$ cat src/rtl/uart_pkg.sv
// rtl/uart_pkg.sv - shared types, parity codes and frame sizing for the UART blocks
package uart_pkg;

    typedef enum logic [2:0] {
        ST_IDLE,
        ST_START,
        ST_DATA,
        ST_PARITY,
        ST_STOP
    } tx_state_t;

    localparam int PARITY_NONE = 0;
    localparam int PARITY_ODD  = 1;
    localparam int PARITY_EVEN = 2;

    // Serial bit periods in one frame: start + data + optional parity + stop(s).
    function automatic int frame_bits(input int width, input int parity, input int stop_bits);
        return 1 + width + ((parity != PARITY_NONE) ? 1 : 0) + stop_bits;
    endfunction

endpackage

$ cat src/rtl/uart_tx_if.sv
// rtl/uart_tx_if.sv - word strobe in, serial line and busy flag out
interface uart_tx_if #(
    parameter int WIDTH = 8
);
    logic             i_dv;
    logic [WIDTH-1:0] i_data;
    logic             o_tx;
    logic             o_busy;

    modport master (output i_dv, output i_data, input o_tx, input o_busy);
    modport slave  (input i_dv, input i_data, output o_tx, output o_busy);
endinterface

$ cat src/rtl/uart_baud_counter.sv
// rtl/uart_baud_counter.sv - free-running bit-period counter, tick on the last cycle of each bit
module uart_baud_counter #(
    parameter int CLKS_PER_BIT = 434
) (
    input  logic clk,
    input  logic i_reset,
    input  logic i_clear,
    output logic o_tick
);
    localparam int            CW   = $clog2(CLKS_PER_BIT);
    localparam logic [CW-1:0] LAST = CW'(CLKS_PER_BIT - 1);

    logic [CW-1:0] cnt;

    always_ff @(posedge clk) begin
        if (i_reset || i_clear) begin
            cnt <= '0;
        end else if (cnt == LAST) begin
            cnt <= '0;
        end else begin
            cnt <= cnt + 1'b1;
        end
    end

    assign o_tick = (cnt == LAST) && !i_clear;

endmodule

$ cat src/rtl/uart_tx.sv
// rtl/uart_tx.sv - UART transmitter: start, LSB-first data, optional parity, stop bit(s)
module uart_tx
    import uart_pkg::*;
#(
    parameter int WIDTH        = 8,
    parameter int CLKS_PER_BIT = 434,
    parameter int PARITY       = 0,
    parameter int STOP_BITS    = 1
) (
    input  logic      clk,
    input  logic      i_reset,
    uart_tx_if.slave  bus
);
    localparam logic [3:0] LAST_DATA  = 4'(WIDTH - 1);
    localparam logic [3:0] LAST_STOP  = 4'(STOP_BITS - 1);
    localparam bit         HAS_PARITY = (PARITY != PARITY_NONE);

    tx_state_t        state_q, state_d;
    logic [WIDTH-1:0] shift_q, shift_d;
    logic [3:0]       bit_q, bit_d;
    logic             tx_q, tx_d;
    logic             busy_q, busy_d;
    logic             par_q, par_d;
    logic             tick;
    logic             baud_clear;

    // The counter is held clear in IDLE so the start bit gets a full period.
    assign baud_clear = (state_q == ST_IDLE);

    uart_baud_counter #(
        .CLKS_PER_BIT (CLKS_PER_BIT)
    ) u_baud (
        .clk     (clk),
        .i_reset (i_reset),
        .i_clear (baud_clear),
        .o_tick  (tick)
    );

    always_ff @(posedge clk) begin
        if (i_reset) begin
            state_q <= ST_IDLE;
            shift_q <= '0;
            bit_q   <= '0;
            tx_q    <= 1'b1;
            busy_q  <= 1'b0;
            par_q   <= 1'b0;
        end else begin
            state_q <= state_d;
            shift_q <= shift_d;
            bit_q   <= bit_d;
            tx_q    <= tx_d;
            busy_q  <= busy_d;
            par_q   <= par_d;
        end
    end

    always_comb begin
        state_d = state_q;
        shift_d = shift_q;
        bit_d   = bit_q;
        tx_d    = tx_q;
        busy_d  = busy_q;
        par_d   = par_q;
        case (state_q)
            ST_IDLE: begin
                tx_d   = 1'b1;
                busy_d = 1'b0;
                if (bus.i_dv) begin
                    state_d = ST_START;
                    shift_d = bus.i_data;
                    par_d   = (PARITY == PARITY_EVEN) ? ^bus.i_data : ~^bus.i_data;
                    bit_d   = '0;
                    tx_d    = 1'b0;
                    busy_d  = 1'b1;
                end
            end
            ST_START: begin
                if (tick) begin
                    state_d = ST_DATA;
                    tx_d    = shift_q[0];
                end
            end
            ST_DATA: begin
                if (tick) begin
                    shift_d = shift_q >> 1;
                    if (bit_q == LAST_DATA) begin
                        bit_d = '0;
                        if (HAS_PARITY) begin
                            state_d = ST_PARITY;
                            tx_d    = par_q;
                        end else begin
                            state_d = ST_STOP;
                            tx_d    = 1'b1;
                        end
                    end else begin
                        bit_d = bit_q + 1'b1;
                        tx_d  = shift_d[0];
                    end
                end
            end
            ST_PARITY: begin
                if (tick) begin
                    state_d = ST_STOP;
                    tx_d    = 1'b1;
                end
            end
            ST_STOP: begin
                tx_d = 1'b1;
                if (tick) begin
                    if (bit_q == LAST_STOP) begin
                        state_d = ST_IDLE;
                        busy_d  = 1'b0;
                        bit_d   = '0;
                    end else begin
                        bit_d = bit_q + 1'b1;
                    end
                end
            end
            default: begin
                state_d = ST_IDLE;
                tx_d    = 1'b1;
                busy_d  = 1'b0;
            end
        endcase
    end

    assign bus.o_tx   = tx_q;
    assign bus.o_busy = busy_q;

endmodule

$ cat src/flat_wrapper.sv
// flat-port wrapper written by rule: the top's interface ports become plain ports
module uart_tx_flat import uart_pkg::*;
#(
    parameter int WIDTH        = 8,
    parameter int CLKS_PER_BIT = 434,
    parameter int PARITY       = 0,
    parameter int STOP_BITS    = 1
)
  (clk, i_reset, bus_i_dv, bus_i_data, bus_o_tx, bus_o_busy);
  uart_tx_if #(.WIDTH(WIDTH)) bus_i ();
  input  logic clk;
  input  logic i_reset;
  input wire logic [$bits(bus_i.i_dv)-1:0] bus_i_dv;
  input wire logic [$bits(bus_i.i_data)-1:0] bus_i_data;
  output wire logic [$bits(bus_i.o_tx)-1:0] bus_o_tx;
  output wire logic [$bits(bus_i.o_busy)-1:0] bus_o_busy;
  assign bus_i.i_dv = bus_i_dv;
  assign bus_i.i_data = bus_i_data;
  assign bus_o_tx = bus_i.o_tx;
  assign bus_o_busy = bus_i.o_busy;
  uart_tx #(.WIDTH(WIDTH), .CLKS_PER_BIT(CLKS_PER_BIT), .PARITY(PARITY), .STOP_BITS(STOP_BITS)) u_core (.clk(clk), .i_reset(i_reset), .bus(bus_i));
endmodule
$ cat config.mk
export PLATFORM = sky130hd
export DESIGN_NAME = uart_tx_flat
export DESIGN_NICKNAME = d
export VERILOG_FILES = /design/src/rtl/uart_pkg.sv /design/src/rtl/uart_tx_if.sv /design/src/rtl/uart_baud_counter.sv /design/src/rtl/uart_tx.sv /design/src/flat_wrapper.sv
export SDC_FILE = /design/constraint.sdc
export NUM_CORES = 1
export LEC_CHECK = 0
export CAP_MARGIN = 10
export CORE_MARGIN = 4
export CORE_UTILIZATION = 60
export CTS_CLUSTER_DIAMETER = 50
export DETAILED_ROUTE_END_ITERATION = 8
export PLACE_DENSITY = 0.83
export SLEW_MARGIN = 20
export SYNTH_ARGS = -nofsm -noshare
export SYNTH_HDL_FRONTEND = slang
export SYNTH_SLANG_ARGS = --single-unit
$ cat constraint.sdc
create_clock -name clk -period 2.65 [get_ports clk]
set_input_delay 0.53 -clock clk [delete_from_list [all_inputs] [get_ports clk]]
set_output_delay 0.53 -clock clk [all_outputs]
set_load 0.1 [all_outputs]
Fig. 1: run 1, clock network drawn from the DEF
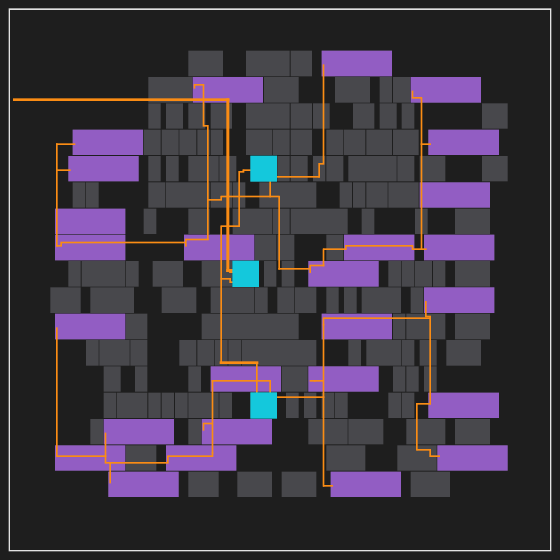
- cyan: clock-net drivers (count 3)
- orange: clock wires (length 303 um)
- purple: flip-flops (count 26)
- routed clock nets: 4
- flops lie: spread over the die

Fig. 2: run 1, the metal 1 layer
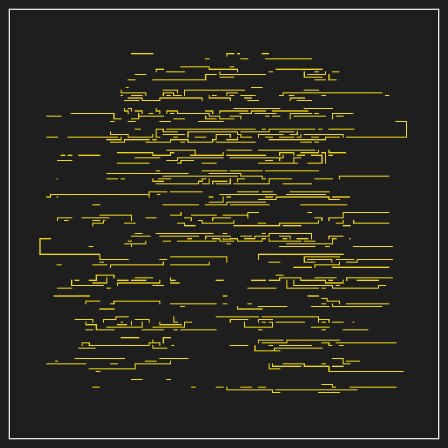
- wire length on this layer: 1,190 um
- main direction: horizontal

==> summary.rpt, run 1 <==
==== FLOW RESULTS ====
----------------------------------------------------
[CTS]
  Postcts setup bufs ........................ 0
  Max clock buf depth ........................ 2
  Count of cells resized by post-cts repair ........................ 0
  Clock edge transition at the registers on the reported setup and hold paths ........................ approximately 0.14 ns
  Root Buffer Master ........................ clkbuf_4
  TritonCTS Sinks ........................ 26
  TritonCTS clock tree ........................ yes

[Die]
  DIE WIDTH ........................ approximately 56 um
  Tapcells ........................ 28
  Die extent in y ........................ approximately 56 um
  Overall chip area ........................ 3120 um^2
  Ports placed on the boundary ........................ 13
  Placeable Area ........................ 2190 um^2
  Total number of placement rows ........................ 17
  Core utilization at floorplan ........................ 0.627

[Pwr]
  Clk network pwr share ........................ 0.242
  Leak ........................ 0.514 nW
  Comb power frac ........................ 0.145
  Power per Cell Area ........................ approximately 450 nW/um^2
  Switching component of the power ........................ 0.000182 W
  Max rail drop VDD ........................ around 330 uV

[STA]
  TNS Setup ........................ 0 ns
  Max Fclk ........................ 0.548 GHz
  Slew headroom ........................ 0.665
  Final Hold Viols ........................ 0
  Setup repair after global routing missed its margin ........................ false
  Slack of the critical path ........................ 0.826 ns
  Final setup viols ........................ 0
  Worst hold slack across all endpoints ........................ approximately 0.5 ns

[Critical path]
  Worst setup startpoint ........................ bus_i_dv
  Startpoint class of the critical path ........................ input port
  R2R cell count ........................ 4
  Worst reg2reg startpoint ........................ u_core.state_q[2]
  Path type of the worst setup path ........................ in2reg
  Number of gates on the worst path with buffers counted ........................ 4
  Worst-path cell with the longest stage delay ........................ or4b_4
  Crit path max fanout ........................ 12

[Place]
  Instance count after placement with tap cells included ........................ 193
  Number of input and output port buffers inserted ........................ 12
  Half-perimeter wire length after placement ........................ ~2.1 mm
  Placed Instance Area ........................ 1490 um^2
  Final weighted congestion in routability-driven placement ........................ 0.861
  Placement Setup Slack ........................ just under 0.5 ns

[Detailed routing]
  Sum of routed wire length over all layers ........................ about 2.8 mm
  Number of vias per cell after detailed routing ........................ a little under 6
  Number of search-and-repair iterations in the first detailed-routing pass ........................ 4
  Starting DRC count in detailed routing ........................ 43
  Via count ........................ between 1k and 1.5k
  Tally of nets with antenna violations remaining after routing ........................ 0

[Min path]
  Hold path startpoint ........................ u_core.u_baud.cnt[0]
  Endpoint with the worst hold slack ........................ u_core.u_baud.cnt[0]
  Worst min-delay path class ........................ reg2reg
  Number of cells traversed by the worst hold path ........................ 1

[Cells and area]
  Clk_buf instances ........................ 3
  Share of cells above drive strength 1 ........................ 0.137
  Non-filler instance count after layout ........................ 196
  Inserted Diodes ........................ 0
  Data buffer area share ........................ 0.0809
  Cell group occupying the most layout area ........................ logic gates
  Layout Utilization ........................ 0.692
  Count of sequential standard cells ........................ 26
  Final design instance area without fill ........................ between 1500 and 2000 um^2
  Synth-to-Final Area Change ........................ 10.4%
  Non-clock buffers ........................ 13
  Multi-input comb cells ........................ 119
  Non-clock inverter count ........................ 7

[Logic synthesis]
  Post-synth tally of flip-flops with integrated enable ........................ 0
  Most popular library cell in the synthesized design by count ........................ nor2_1
  Area of the synthesized netlist per yosys stat ........................ 1370 um^2
  Total cells reported by yosys after synthesis ........................ 158
  Most numerous cell types in the synthesized netlist ........................ 36 x nor2_1, 26 x dfxtp_1, 10 x nand3_1, 9 x nand2_1
  Avg Synthesized Cell Area ........................ 8.70 um^2
  Warnings, synthesis ........................ 0
  Sequential fraction of the synthesis area ........................ 0.379
  Distinct cell type count of the synthesized netlist ........................ 40
  Largest area contributor in the synthesized netlist ........................ dfxtp_1
  Area fraction of the dominant cell type after synthesis ........................ 0.379
  Main area contributors after synthesis ........................ dfxtp_1 38%, nor2_1 9.8%, o221a_2 5.7%, xnor2_1 3.8%, ha_1 3.6%

[GRT]
  Via count of the first global-routing pass ........................ 1,169
  Number of antenna violations at the first check in global routing ........................ 0
  First-pass GRT wire length ........................ approximately 5.1 mm
  Pin count of the biggest net entering global routing ........................ 14

[Status]
  Run status ........................ finished clean

----------------------------------------------------
Fig. 3: run 1, routing congestion map
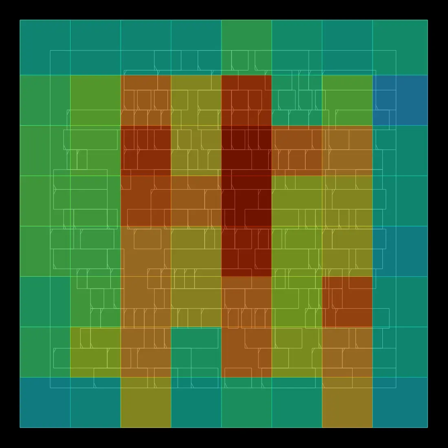
routed wire length per instance: 14.2 um
met1 routing resource usage after global routing: 0.231
All-Layer GR Usage: 0.196
routing usage on met3: 0.0325

run 1: cell families (layout without fill, tap and decap cells):
| logic type | Yosys count | after routing | synth area share |
|---|---|---|---|
| XOR/XNOR | 8 | 8 | 0.0565 |
| AND/OR/NAND/NOR | 82 | 82 | 0.335 |
| adder cells (fa/ha/maj) | 4 | 4 | 0.0364 |
| flip-flops | 26 | 26 | 0.379 |
| AND-OR/OR-AND | 25 | 25 | 0.147 |
| buffers and inverters | 13 | 23 | 0.0464 |
run 1: routing by layer:
| metal | track usage | wire length (um) |
|---|---|---|
| met1 | 0.231 | 1190 |
| met2 | 0.350 | 1430 |
| met3 | 0.0325 | 125 |
| met4 | 0.0780 | 32 |
| met5 | 0 | 0 |
run 1: cells in the final DEF, fill, tap and decap left out, drive strengths merged, types with 2 or more instances in the layout:
master,n
a21oi,7
a31oi,2
and4bb,2
buf,3
clkbuf,3
clkdlybuf4s50,10
dfxtp,26
ha,4
inv,7
nand2,10
nand2b,4
nand3,11
nand4,2
nor2,36
nor3,5
o21ai,3
o221a,7
or3,3
xnor2,7
run 1: flip-flops by register name (all words and copies together), names as in the netlist:
| signal | count |
|---|---|
| u_core.bus.o_tx | 1 |
| u_core.u_baud.cnt | 9 |
| u_core.shift_q | 8 |
| u_core.bit_q | 4 |
| u_core.state_q | 3 |
| u_core.bus.o_busy | 1 |
run 1: power groups by stage:
stage               clock, W  combinational (W)  sequential, W
floorplan                  0          0.0000564       0.000441
global placement           0          0.0000957       0.000428
detailed placement         0          0.0000986       0.000429
CTS                 0.000169          0.0000992       0.000420
global route        0.000182           0.000109       0.000423
finish              0.000166          0.0000990       0.000420
==> run 2: changes to the inputs <==
Settings changed: CORE_UTILIZATION 60 to 50, PLACE_DENSITY 0.83 to 0.74.
Clock period 2.65 ns to 1.6 ns, I/O delays scaled along.
Fig. 4: run 2, clock network drawn from the DEF
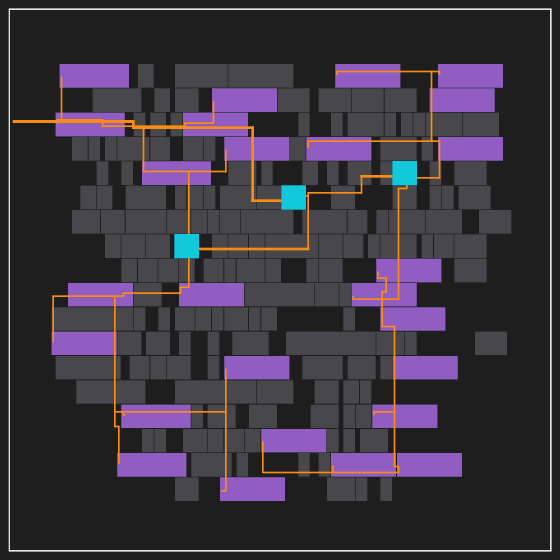
- cyan: clock-net drivers (count 3)
- orange: clock wires (length 311 um)
- purple: flip-flops (count 26)
- routed clock nets: 4
- flops lie: spread over the die

Fig. 5: run 2, register map, names as in the netlist
Other sequential cells in the stronger gray, the rest of the logic in the fainter gray.
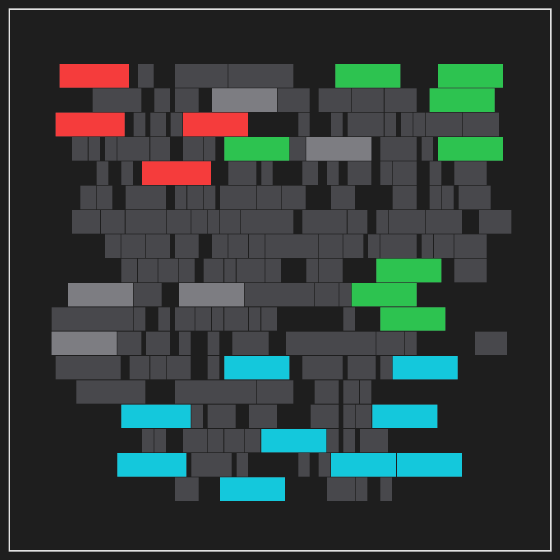
- green: `u_core.shift_q` (flops 8)
- cyan: `u_core.u_baud.cnt` (flops 9)
- red: `u_core.bit_q` (flops 4; where north-west)

==> summary.rpt, run 2 <==
==== FLOW RESULTS ====
----------------------------------------------------
[Place]
  Number of input and output port buffers inserted ........................ 12 (unchanged)
  Final weighted congestion in routability-driven placement ........................ 0.871 (+1.2%)
  Placement Setup Slack ........................ -0.320 ns (-0.814 ns)
  Instance count after placement with tap cells included ........................ 208 (+7.8%)
  Half-perimeter wire length after placement ........................ 2.26 mm (+7.6%)

[GRT]
  Met1 routing resource usage after global routing ........................ 0.234 (+0.00291)
  Global-route met2 utilization ........................ 0.315 (-0.0348)
  Pin count of the biggest net entering global routing ........................ 14 (unchanged)
  Via count of the first global-routing pass ........................ 1,150 (-1.6%)
  Routing usage on met3 ........................ 0.0532 (+0.0207)
  First-pass GRT wire length ........................ 5.07 mm (+0.42%)
  Number of antenna violations at the first check in global routing ........................ 0 (unchanged)
  Most Crowded Layer GR ........................ met2
  All-Layer GR Usage ........................ 0.184 (-0.0120)

[CTS]
  TritonCTS clock tree ........................ yes
  Root Buffer Master ........................ clkbuf_4
  Clock edge transition at the registers on the reported setup and hold paths ........................ 0.14 ns (about the same)
  TritonCTS Sinks ........................ 26 (unchanged)
  Max clock buf depth ........................ 2 (unchanged)

[Critical path]
  Startpoint class of the critical path ........................ input port
  Worst-path cell with the longest stage delay ........................ or4b_4
  R2R cell count ........................ 7 (+3)
  Crit path max fanout ........................ 7 (-5)
  Number of gates on the worst path with buffers counted ........................ 6 (+2)
  Worst setup startpoint ........................ bus_i_dv
  Path type of the worst setup path ........................ in2reg

[Die]
  DIE WIDTH ........................ 60.4 um (+8.2%)
  Placeable Area ........................ 2540 um^2 (+16%)
  Ports placed on the boundary ........................ 13 (unchanged)
  Overall chip area ........................ 3650 um^2 (+17%)
  Total number of placement rows ........................ 18 (+1)
  Die extent in y ........................ 60.4 um (+8.2%)

[Detailed routing]
  Starting DRC count in detailed routing ........................ 60 (+40%)
  Sum of routed wire length over all layers ........................ 3.10 mm (+11%)
  Routed wire length per instance ........................ 14.6 um (+3.1%)
  Number of search-and-repair iterations in the first detailed-routing pass ........................ 4 (unchanged)
  Number of vias per cell after detailed routing ........................ 5.72 (-3.4%)
  Via count ........................ 1,213 (+4.5%)
  Tally of nets with antenna violations remaining after routing ........................ 0 (unchanged)
  DRC Markers ........................ 0

[Logic synthesis]
  Warnings, synthesis ........................ 0 (unchanged)
  Distinct cell type count of the synthesized netlist ........................ 40 (unchanged)
  Syn nets ........................ 173
  Main area contributors after synthesis ........................ dfxtp_1 38%, nor2_1 9.8%, o221a_2 5.7%, xnor2_1 3.8%, ha_1 3.6%
  Post-synth tally of flip-flops with integrated enable ........................ 0 (unchanged)
  Most popular library cell in the synthesized design by count ........................ nor2_1
  Most numerous cell types in the synthesized netlist ........................ 36 x nor2_1, 26 x dfxtp_1, 10 x nand3_1, 9 x nand2_1
  Avg Synthesized Cell Area ........................ 8.70 um^2 (unchanged)
  Area of the synthesized netlist per yosys stat ........................ 1370 um^2 (unchanged)
  Area fraction of the dominant cell type after synthesis ........................ 0.379 (unchanged)
  Primary flip-flop cell chosen by synthesis mapping ........................ dfxtp_1
  Sequential fraction of the synthesis area ........................ 0.379 (unchanged)
  Total cells reported by yosys after synthesis ........................ 158 (unchanged)
  Largest area contributor in the synthesized netlist ........................ dfxtp_1

[Pwr]
  Leak ........................ 0.615 nW (+20%)
  Power per Cell Area ........................ 686 nW/um^2 (+52%)
  Max rail drop VDD ........................ 619 uV (+88%)

[Min path]
  Number of cells traversed by the worst hold path ........................ 2 (+1)
  Hold path startpoint ........................ u_core.shift_q[7]
  Worst min-delay path class ........................ reg2reg
  Endpoint with the worst hold slack ........................ u_core.shift_q[7]

[Cells and area]
  Share of cells above drive strength 1 ........................ 0.286 (+0.149)
  Leading cell type in the layout, fill and taps excluded ........................ nor2_1
  Inserted Diodes ........................ 0 (unchanged)
  Most used cells in the layout excluding fill and tap cells ........................ 35 x nor2_1, 21 x dfxtp_1, 15 x buf_4
  Flip-flop count of the largest register, all copies and words added ........................ 9 (unchanged)
  Non-filler instance count after layout ........................ 212 (+8.2%)
  Largest registers ........................ u_core.u_baud.cnt: 9 flops, u_core.shift_q: 8 flops, u_core.bit_q: 4 flops
  Register with the most flip-flops ........................ u_core.u_baud.cnt
  Synth-to-Final Area Change ........................ 25.2%
  Layout Utilization ........................ 0.676 (-0.0162)

[Status]
  Violated checks ........................ negative setup slack
  Run status ........................ finished with violations

[STA]
  Final Hold Viols ........................ 0 (unchanged)
  Pin slew with the least headroom to its limit ........................ 0.444 ns
  Final min period ........................ approximately 1.6 ns
  Slack of the critical path ........................ -0.00168 ns (-0.827 ns)
  Max Fclk ........................ roughly 0.62 GHz
  Setup repair after global routing missed its margin ........................ true
  Final setup viols ........................ 1 (+1)

----------------------------------------------------
Fig. 6: run 2, the metal 1 layer
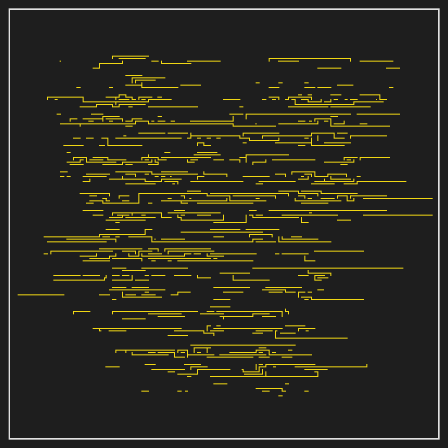
- longest straight run: 21.2 um
- nets with wire on the layer: 182

[run 2: cell counts after synthesis]
Identical to the previous run, type by type.
[run 2: area by class of cell]
cell class	count	area [um^2]	area share
flip-flops and latches	26	527	0.306
well taps	30	37.5	0.0218
inverters	7	26.3	0.0153
multi-input cells	119	855	0.497
repair buffers	27	253	0.147
clock buffers	3	22.5	0.0131
[run 2: per-stage QoR]
step | power (W) | area, um^2 | TNS (ns) | hold slack (ns)
after detailed placement | 0.000904 | 1620 | -3.15 | 0.475
after global routing | 0.00124 | 1720 | -0.187 | 0.520
final | 0.00118 | 1720 | -0.00168 | 0.494
after global placement | 0.000900 | 1620 | -2.69 | 0.469
after CTS | 0.00118 | 1660 | -0.00437 | 0.486
after floorplan | 0.000824 | 1370 | 0 | 0.444
[run 2: what timing repair did]
| item | CTS | global route |
|---|---|---|
| endpoints found under the setup margin | 4 | 13 |
| buffers inserted | 0 | 1 |
| pin swaps | 2 | 3 |
| gates resized | 5 | 14 |
| endpoints found under the hold margin | 0 | 0 |
[run 2: routing by layer]
| metal | vias up | part of all wire |
|---|---|---|
| li1 | 606 | - |
| met1 | 575 | 0.45 |
| met2 | 30 | 0.50 |
| met3 | 2 | 0.049 |
| met4 | 0 | 0.0026 |
| met5 | - | 0 |
[run 2: kinds of logic after synthesis]
group,count (synthesis),synth area share
AOI/OAI and AO/OA,25,0.147
DFF,26,0.379
buffers and inverters,13,0.0464
adders and majority gates,4,0.0364
xor gates and xnor gates,8,0.0565
and+or+nand+nor,82,0.335
[run 2: where the power goes]
part | internal (W) | switching, W
Clock | 0.0000883 | 0.000192
Sequential | 0.000674 | 0.0000182
Combinational | 0.0000999 | 0.000108
==> run 3: changes to the inputs <==
Settings changed: CORE_MARGIN 4 to 1.5.
Fig. 7: run 3, routing congestion map
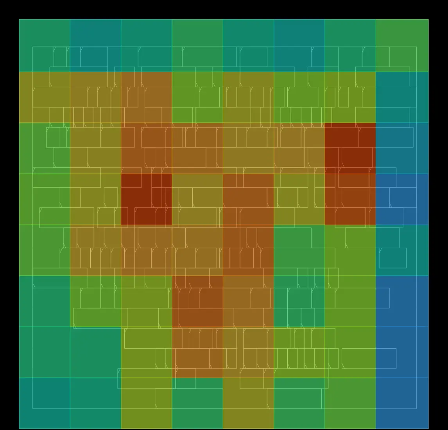
routed wire length per instance: 13.5 um
Layout Utilization: 0.677
met1 routing resource usage after global routing: 0.264
routing usage on met3: 0.0258

Fig. 8: run 3, clock network drawn from the DEF
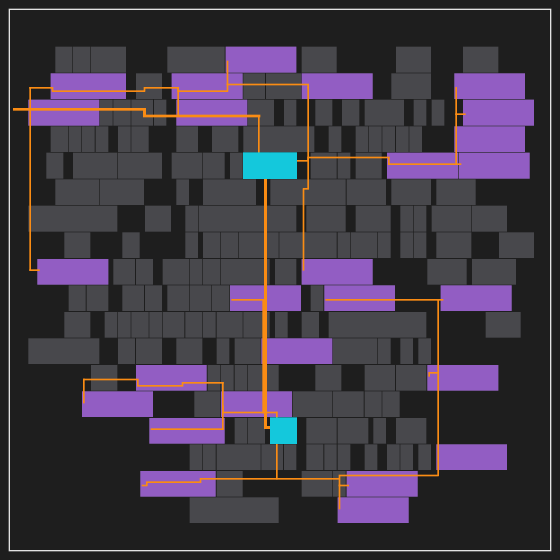
- orange: clock wires (length 290 um)
- purple: flip-flops (count 26)
- cyan: clock-net drivers (count 3)
- routed clock nets: 4

Fig. 9: run 3, the metal 1 layer
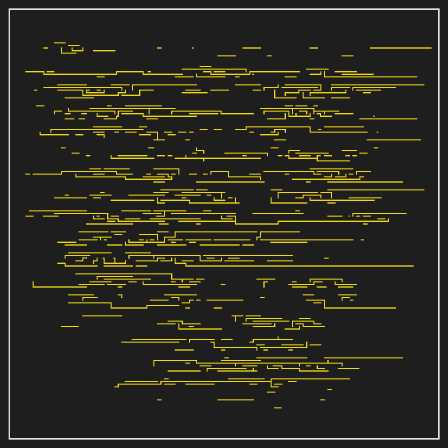
- longest straight run: 29.4 um
- wire length on this layer: 1,340 um
- share of all routed wire: 47%
- main direction: horizontal

==> summary.rpt, run 3 <==
==== FLOW RESULTS ====
----------------------------------------------------
[CTS]
  Total of hold buffers inserted after clock tree synthesis ........................ 0
  TritonCTS Sinks ........................ 26 (unchanged)
  TritonCTS clock tree ........................ yes
  Clk ins delay skew pair ........................ 0.32 ns
  Root Buffer Master ........................ clkbuf_4
  CTS Buf Count ........................ 3
  Max clock buf depth ........................ 2 (unchanged)
  Clock edge transition at the registers on the reported setup and hold paths ........................ 0.14 ns (about the same)

[GRT]
  Global-route congestion overflow total ........................ 0
  Via count of the first global-routing pass ........................ 1,084 (-5.7%)
  All-Layer GR Usage ........................ 0.193 (+0.00898)
  First-pass GRT wire length ........................ 4.84 mm (-4.5%)
  Global-route met2 utilization ........................ 0.318 (+0.00321)
  Most Crowded Layer GR ........................ met2
  Pin count of the biggest net entering global routing ........................ 14 (unchanged)
  Number of antenna violations at the first check in global routing ........................ 0 (unchanged)

[STA]
  Final min period ........................ 1.60 ns (-0.00433 ns)
  TNS Setup ........................ 0 ns (+0.00168 ns)
  Slew headroom ........................ 0.765
  Part of the cycle the worst path needs ........................ 0.998
  Number of max-slew violations in the final report ........................ 0
  Pin slew with the least headroom to its limit ........................ 0.351 ns (-0.0930 ns)
  Final Hold Viols ........................ 0 (unchanged)
  Setup repair after global routing missed its margin ........................ true
  Final setup viols ........................ 0 (-1)
  Max Fclk ........................ 0.626 GHz (+0.27%)

[Logic synthesis]
  Most numerous cell types in the synthesized netlist ........................ 36 x nor2_1, 26 x dfxtp_1, 10 x nand3_1, 9 x nand2_1
  Largest area contributor in the synthesized netlist ........................ dfxtp_1
  Warnings, synthesis ........................ 0 (unchanged)
  Main area contributors after synthesis ........................ dfxtp_1 38%, nor2_1 9.8%, o221a_2 5.7%, xnor2_1 3.8%, ha_1 3.6%
  Avg Synthesized Cell Area ........................ 8.70 um^2 (unchanged)
  Distinct cell type count of the synthesized netlist ........................ 40 (unchanged)
  Register bit total from synthesis ........................ 26
  Total cells reported by yosys after synthesis ........................ 158 (unchanged)
  Most popular library cell in the synthesized design by count ........................ nor2_1
  Primary flip-flop cell chosen by synthesis mapping ........................ dfxtp_1
  Area of the synthesized netlist per yosys stat ........................ 1370 um^2 (unchanged)
  Post-synth tally of flip-flops with integrated enable ........................ 0 (unchanged)
  Syn nets ........................ 173 (unchanged)
  Area fraction of the dominant cell type after synthesis ........................ 0.379 (unchanged)
  Sequential fraction of the synthesis area ........................ 0.379 (unchanged)

[Cells and area]
  Number of nets in the layout ........................ 200
  Register with the most flip-flops ........................ u_core.u_baud.cnt
  Share of cells above drive strength 1 ........................ 0.262 (-0.0234)
  Largest registers ........................ u_core.u_baud.cnt: 9 flops, u_core.shift_q: 8 flops, u_core.bit_q: 4 flops
  Final design instance area without fill ........................ 1720 um^2 (+0.22%)
  Leading cell type in the layout, fill and taps excluded ........................ nor2_1
  Synth-to-Final Area Change ........................ 25.5%
  Inserted Diodes ........................ 0 (unchanged)
  Most used cells in the layout excluding fill and tap cells ........................ 36 x nor2_1, 23 x dfxtp_1, 15 x buf_4
  Flip-flop count of the largest register, all copies and words added ........................ 9 (unchanged)

[Status]
  Run status ........................ finished clean

[Detailed routing]
  DRC Markers ........................ 0 (unchanged)
  Number of search-and-repair iterations in the first detailed-routing pass ........................ 4 (unchanged)
  Met2 wire length ........................ 1.41 mm (-8.3%)
  Starting DRC count in detailed routing ........................ 39 (-35%)
  Number of vias per cell after detailed routing ........................ 5.69 (-0.47%)
  DR WL met3 ........................ 95 um (-38%)
  Top metal layer carrying routed signals ........................ met4
  Sum of routed wire length over all layers ........................ 2.87 mm (-7.3%)
  Tally of nets with antenna violations remaining after routing ........................ 0 (unchanged)
  Via count ........................ 1,213 (unchanged)
  Length of routed wiring on met1 ........................ 1.34 mm (-4.4%)

[Min path]
  Hold path startpoint ........................ u_core.shift_q[7]
  Worst min-delay path class ........................ reg2reg

[Critical path]
  Worst setup startpoint ........................ u_core.u_baud.cnt[1]
  CP delay by family, top ........................ AND-OR/OR-AND gates
  Worst path buffer plus inverter count ........................ 2
  Startpoint class of the critical path ........................ flop
  Arrival @ worst endpoint ........................ 1.85 ns
  Crit path max fanout ........................ 3 (-4)
  Worst-path cell with the longest stage delay ........................ o41ai_4
  Path type of the worst setup path ........................ reg2reg

[Pwr]
  Power per Cell Area ........................ 682 nW/um^2 (-0.56%)
  Post-layout total power ........................ 0.00118 W (-0.34%)
  Leak ........................ 0.632 nW (+2.8%)
  Max rail drop VDD ........................ 507 uV (-18%)

[Die]
  DIE WIDTH ........................ 55.4 um (-8.3%)
  Placeable Area ........................ 2540 um^2 (unchanged)
  Die extent in y ........................ 55.4 um (-8.3%)
  Total number of placement rows ........................ 18 (unchanged)
  Ports placed on the boundary ........................ 13 (unchanged)
  Overall chip area ........................ 3070 um^2 (-16%)

[Place]
  Final weighted congestion in routability-driven placement ........................ 0.872 (+0.14%)
  Number of input and output port buffers inserted ........................ 12 (unchanged)
  Half-perimeter wire length after placement ........................ 2.21 mm (-2.2%)
  Placed Instance Area ........................ 1630 um^2 (+0.46%)

[Flow run]
  Max-Cap Viols ........................ 0

----------------------------------------------------
run 3: cell counts after synthesis:
Identical to the previous run, type by type.
run 3: metrics by stage:
step	cells	hold WS [ns]	setup slack [ns]
6_report	213	0.482	0.00265
5_1_grt	213	0.498	-0.160
4_1_cts	212	0.479	0.00170
3_5_place_dp	209	0.461	-0.299
3_3_place_gp	209	0.461	-0.263
2_1_floorplan	158	0.444	0.0839
run 3: cells by family (layout without fill, tap and decap cells):
| group | Yosys count | in the layout | synth area share |
|---|---|---|---|
| simple gates | 82 | 82 | 0.335 |
| fa+ha+maj | 4 | 4 | 0.0364 |
| flops | 26 | 26 | 0.379 |
| xor+xnor | 8 | 8 | 0.0565 |
| buf+inv | 13 | 38 | 0.0464 |
| compound gates | 25 | 25 | 0.147 |
run 3: final timing paths:
path / endpoint / slack, ns / cells past startpoint
max: u_core.bit_q[3] / 0.003 / 7
min: u_core.shift_q[7] / 0.48 / 2
max reg2reg: u_core.bit_q[3] / 0.003 / 7
min reg2reg: u_core.shift_q[7] / 0.48 / 2
run 3: what timing repair did:
item | CTS | global route
gates cloned | 0 | 0
setup buffers | 0 | 1
pin swaps | 1 | 11
setup endpoints to repair | 4 | 16
resized | 2 | 13
run 3: report_power, final:
group	total (W)	switching, W	internal (W)
clock network	0.000273	0.000185	0.0000882
registers	0.000694	0.0000201	0.000674
logic	0.000209	0.000109	0.000100
total	0.00118	0.000314	0.000862
run 3: cell type report:
class / count / area [um^2]
timing repair buffer: 28 / 267
tap: 30 / 37.5
inverter: 7 / 26.3
fill: 196 / 821
sequential: 26 / 524
clock buffer: 3 / 22.5
multi-input combinational: 119 / 847
run 3: tightest hold or removal path: stages, from the launching register on:
cell and delay (ns):
dfxtp_1 0.34, nand3_1 0.06, a21oi_1 0.05

## Gallery

Port wiring.
Scale bar: 20 um.
panel A
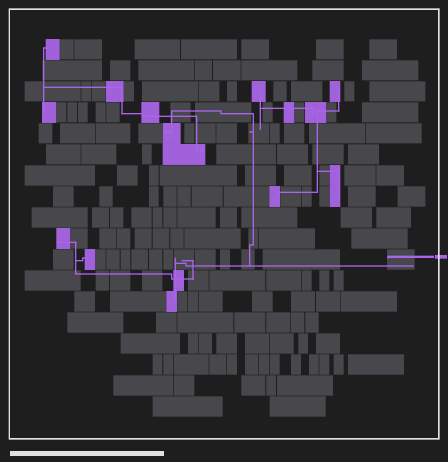
panel B
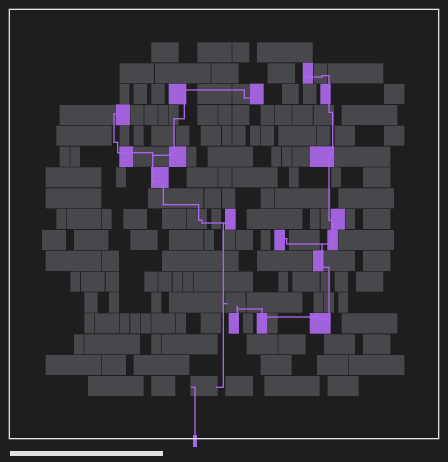
panel B -> run 1
panel A -> run 3

Power is estimated from default activity; no workload was simulated.
